`src/rtl/psum_accumulator.sv`:
```
// ---------------------------------------------------------------------------
// psum_accumulator
//
// Output-side partner of the PE control FSM. Accumulates signed partial sums
// across input-channel passes in a tile-length buffer. On the last channel
// each pixel is re-quantized (arithmetic shift, ReLU, saturate) and pushed
// into an output FIFO. After end_conv_in the block waits for the FIFO to
// drain and pulses conv_done.
//
// Ports:
//   clk, rst_n        clock (rising edge), asynchronous active-low reset
//   p_valid_in        partial-sum beat valid
//   last_chanel_in    beat belongs to the last input channel
//   psum_in           signed partial sum
//   end_conv_in       one-cycle pulse, convolution finished
//   cfg_shift         re-quantization right-shift amount, sampled per beat
//   out_valid/ready   FIFO head handshake
//   out_data          FIFO head (0 while empty)
//   conv_done         one-cycle pulse once the drain completes
//   ovf_err           sticky, a result was dropped because the FIFO was full
// ---------------------------------------------------------------------------
module psum_accumulator #(
    parameter int unsigned TILE_LEN   = 28,
    parameter int unsigned PSUM_W     = 16,
    parameter int unsigned ACC_W      = 24,
    parameter int unsigned OUT_W      = 8,
    parameter int unsigned FIFO_DEPTH = 32
) (
    input  logic              clk,
    input  logic              rst_n,
    input  logic              p_valid_in,
    input  logic              last_chanel_in,
    input  logic [PSUM_W-1:0] psum_in,
    input  logic              end_conv_in,
    input  logic [3:0]        cfg_shift,
    output logic              out_valid,
    input  logic              out_ready,
    output logic [OUT_W-1:0]  out_data,
    output logic              conv_done,
    output logic              ovf_err
);

    localparam int unsigned IdxW = (TILE_LEN > 1) ? $clog2(TILE_LEN) : 1;
    localparam int unsigned PtrW = (FIFO_DEPTH > 1) ? $clog2(FIFO_DEPTH) : 1;
    localparam int unsigned CntW = PtrW + 1;

    localparam logic [IdxW-1:0] IdxLast = IdxW'(TILE_LEN - 1);
    localparam logic [CntW-1:0] CntFull = CntW'(FIFO_DEPTH);

    typedef enum logic [0:0] {
        StRun,
        StDrain
    } state_e;

    // ------------------------------------------------------------------
    // State
    // ------------------------------------------------------------------
    state_e                   state_q, state_d;
    logic [IdxW-1:0]          idx_q, idx_d;
    logic                     first_pass_q, first_pass_d;
    logic signed [ACC_W-1:0]  acc_buf_q [TILE_LEN];
    logic signed [ACC_W-1:0]  acc_buf_d [TILE_LEN];
    logic [OUT_W-1:0]         fifo_mem_q [FIFO_DEPTH];
    logic [OUT_W-1:0]         fifo_mem_d [FIFO_DEPTH];
    logic [PtrW-1:0]          wr_ptr_q, wr_ptr_d;
    logic [PtrW-1:0]          rd_ptr_q, rd_ptr_d;
    logic [CntW-1:0]          count_q, count_d;
    logic                     ovf_err_q, ovf_err_d;

    // ------------------------------------------------------------------
    // Datapath: accumulate, saturate, re-quantize
    // ------------------------------------------------------------------
    logic signed [ACC_W-1:0]  acc_prev;
    logic [ACC_W:0]           sum_wide;
    logic signed [ACC_W-1:0]  acc_sum;
    logic signed [ACC_W-1:0]  shifted;
    logic [OUT_W-1:0]         q_val;

    always_comb begin
        // first_pass masks whatever is left in the buffer from earlier tiles
        acc_prev = first_pass_q ? '0 : acc_buf_q[idx_q];
        sum_wide = {acc_prev[ACC_W-1], acc_prev}
                 + {{(ACC_W + 1 - PSUM_W){psum_in[PSUM_W-1]}}, psum_in};

        // One guard bit: overflow when the two top bits disagree
        if (sum_wide[ACC_W] != sum_wide[ACC_W-1]) begin
            acc_sum = sum_wide[ACC_W] ? {1'b1, {(ACC_W - 1){1'b0}}}
                                      : {1'b0, {(ACC_W - 1){1'b1}}};
        end else begin
            acc_sum = sum_wide[ACC_W-1:0];
        end

        shifted = acc_sum >>> cfg_shift;

        // ReLU, then clamp to the unsigned output range
        if (shifted[ACC_W-1]) begin
            q_val = '0;
        end else if (|shifted[ACC_W-2:OUT_W]) begin
            q_val = '1;
        end else begin
            q_val = shifted[OUT_W-1:0];
        end
    end

    // ------------------------------------------------------------------
    // Handshake decode
    // ------------------------------------------------------------------
    logic push, pop, fifo_full, push_ok;

    always_comb begin
        push      = p_valid_in && last_chanel_in;
        pop       = out_valid && out_ready;
        fifo_full = (count_q == CntFull);
        // A pop in the same cycle frees the slot the push needs
        push_ok   = push && (!fifo_full || pop);
    end

    // ------------------------------------------------------------------
    // Control FSM, pixel index and pass tracking
    // ------------------------------------------------------------------
    always_comb begin
        state_d      = state_q;
        idx_d        = idx_q;
        first_pass_d = first_pass_q;
        conv_done    = 1'b0;

        if (p_valid_in) begin
            if (idx_q == IdxLast) begin
                idx_d        = '0;
                first_pass_d = last_chanel_in;
            end else begin
                idx_d = idx_q + IdxW'(1);
            end
        end

        unique case (state_q)
            StRun: begin
                if (end_conv_in) begin
                    state_d = StDrain;
                end
            end
            StDrain: begin
                // end_conv_in is ignored here; completion realigns the tile
                if (count_q == '0) begin
                    state_d      = StRun;
                    conv_done    = 1'b1;
                    idx_d        = '0;
                    first_pass_d = 1'b1;
                end
            end
            default: begin
                state_d = StRun;
            end
        endcase
    end

    // ------------------------------------------------------------------
    // Accumulation buffer write (non-last channels only)
    // ------------------------------------------------------------------
    always_comb begin
        acc_buf_d = acc_buf_q;
        if (p_valid_in && !last_chanel_in) begin
            acc_buf_d[idx_q] = acc_sum;
        end
    end

    // ------------------------------------------------------------------
    // Output FIFO
    // ------------------------------------------------------------------
    always_comb begin
        fifo_mem_d = fifo_mem_q;
        wr_ptr_d   = wr_ptr_q;
        rd_ptr_d   = rd_ptr_q;
        count_d    = count_q;
        ovf_err_d  = ovf_err_q;

        if (push_ok) begin
            fifo_mem_d[wr_ptr_q] = q_val;
            wr_ptr_d             = wr_ptr_q + PtrW'(1);
        end
        if (push && !push_ok) begin
            ovf_err_d = 1'b1;
        end
        if (pop) begin
            rd_ptr_d = rd_ptr_q + PtrW'(1);
        end

        if (push_ok && !pop) begin
            count_d = count_q + CntW'(1);
        end else if (!push_ok && pop) begin
            count_d = count_q - CntW'(1);
        end
    end

    always_comb begin
        out_valid = (count_q != '0);
        out_data  = out_valid ? fifo_mem_q[rd_ptr_q] : '0;
        ovf_err   = ovf_err_q;
    end

    // ------------------------------------------------------------------
    // Registers
    // ------------------------------------------------------------------
    always_ff @(posedge clk or negedge rst_n) begin
        if (!rst_n) begin
            state_q      <= StRun;
            idx_q        <= '0;
            first_pass_q <= 1'b1;
            wr_ptr_q     <= '0;
            rd_ptr_q     <= '0;
            count_q      <= '0;
            ovf_err_q    <= 1'b0;
        end else begin
            state_q      <= state_d;
            idx_q        <= idx_d;
            first_pass_q <= first_pass_d;
            wr_ptr_q     <= wr_ptr_d;
            rd_ptr_q     <= rd_ptr_d;
            count_q      <= count_d;
            ovf_err_q    <= ovf_err_d;
        end
    end

    // Storage arrays need no reset: first_pass and the FIFO count mask them
    always_ff @(posedge clk) begin
        acc_buf_q  <= acc_buf_d;
        fifo_mem_q <= fifo_mem_d;
    end

endmodule

```
`config.mk`:
```
export PLATFORM = sky130hd
export DESIGN_NAME = psum_accumulator
export DESIGN_NICKNAME = d
export VERILOG_FILES = /design/src/rtl/psum_accumulator.sv
export SDC_FILE = /design/constraint.sdc
export NUM_CORES = 1
export LEC_CHECK = 0
export ABC_CLOCK_PERIOD_IN_PS = 24200
export CORE_MARGIN = 2
export CORE_UTILIZATION = 45
export CTS_BUF_LIST = sky130_fd_sc_hd__clkbuf_4
export CTS_CLUSTER_DIAMETER = 60
export DETAILED_ROUTE_END_ITERATION = 10
export GPL_TIMING_DRIVEN = 0
export PLACE_DENSITY = 0.58
export SLEW_MARGIN = 20
export SYNTH_ARGS = -nofsm -noshare
export SYNTH_HDL_FRONTEND = slang
export SYNTH_SLANG_ARGS = --single-unit
```
`constraint.sdc`:
```
create_clock -name clk -period 24.2 [get_ports clk]
set_input_delay 2.42 -clock clk [delete_from_list [all_inputs] [get_ports clk]]
set_output_delay 2.42 -clock clk [all_outputs]
set_load 0.01 [all_outputs]
```
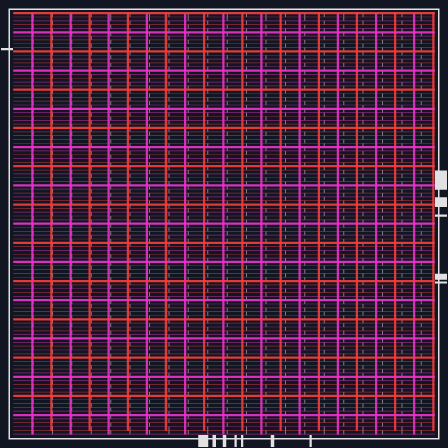
(images/floorplan.png)
Pins as bars on the die edge. Tap cells in gray.
VDD -> red
VSS -> magenta
met1 rails = 111
rows = 110
Core ar.: 89600 µm²
Die Y: 304 µm
maximum vdd drop: 78.8 µV
die width: 304 µm

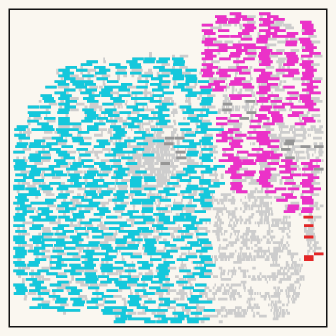
(images/ff_map.png)
Other sequential cells in the stronger gray, the rest of the logic in the fainter gray.
`acc_buf_q` -> cyan  # sequential cells 672
`count_q` -> red  # sequential cells 6, where lower right
`fifo_mem_q` -> magenta  # sequential cells 256
not colored = 18
sequential share of cell area: 60.9%
P_seq: 2.57 mW

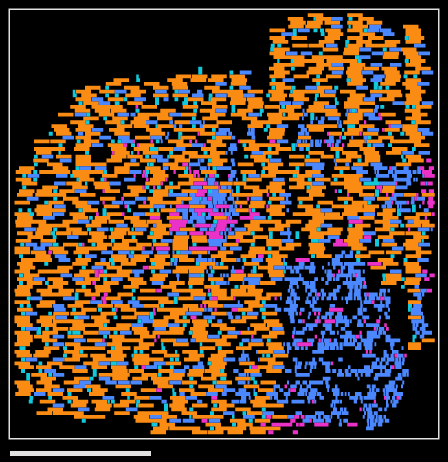
(images/class_map.png)
Bar = 100 µm.
remaining logic cells -> blue  # cells 1161
remaining buffers and delay cells -> magenta  # cells 232
registers -> orange  # cells 952
clock drivers and dummy loads -> cyan  # cells 399
# rows: 110
final core occ: 52.2%

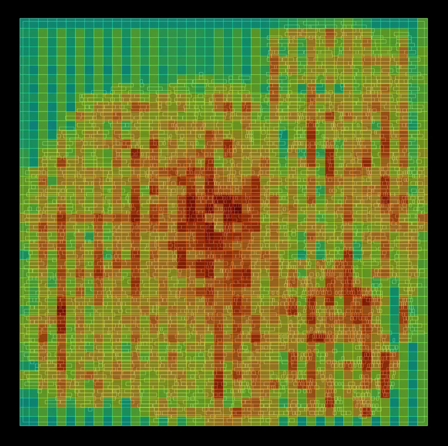
(images/congestion_map.png)
grt peak-use layer: met2
GRT Util Overall: 23.9%

## power groups by stage
stage / Clock, mW / Combinational (mW) / Sequential (mW)
floorplan: 0 / 1.66 / 2.63
global placement: 0 / 2.61 / 2.68
CTS: 1.31 / 2.97 / 2.58
global route: 1.39 / 3.18 / 2.58
finish: 1.28 / 2.96 / 2.57
detailed placement: 0 / 2.96 / 2.61
## final cells by class
class                           count  area (µm²)  share of cell area [%]
Sequential cell                   952       28500                    60.9
Multi-Input combinational cell   1129       11800                    25.3
Clock buffer                      336        2520                    5.39
Tap cell                         1176        1470                    3.15
Timing Repair Buffer              100        1460                    3.12
Buffer                            132         551                    1.18
Clock inverter                     63         340                   0.728
Inverter                           32         121                   0.260
Antenna cell                        7        17.5                  0.0375
==> metrics.yaml <==
status: "finished, final reports clean"
holdCritStartpoint: "ovf_err$_DFFE_PN0P_"
min_path_cells: 1
grt_max_degree: 37
cts-hold-fix-buffers: 0
final_hold_viol_count: 0
dpl_cell_area_um2: 43900
synthTopLogicFamily: "multiplexers"
syn_inst: 2245
fp_util_pct: 45.2
syn_area_um2: 40500
io-pin-count: 37
max_freq_ghz: 0.106
cp-start-kind: "flip-flop"
maxCapViolCount: 0
cts_buffer_depth: 3
p_sw_share_pct: 38.3
io_buffers: 34
wl_um: 109000
ys_cells: 2245
cts.sinks: 952
seqPwrFrac_pct: 37.8
worstPathMaxFanout: 28
endpoint_kind: "flip-flop"
yosys.area.top_type: "edfxtp_1"
Power and IR drop assume default switching activity.
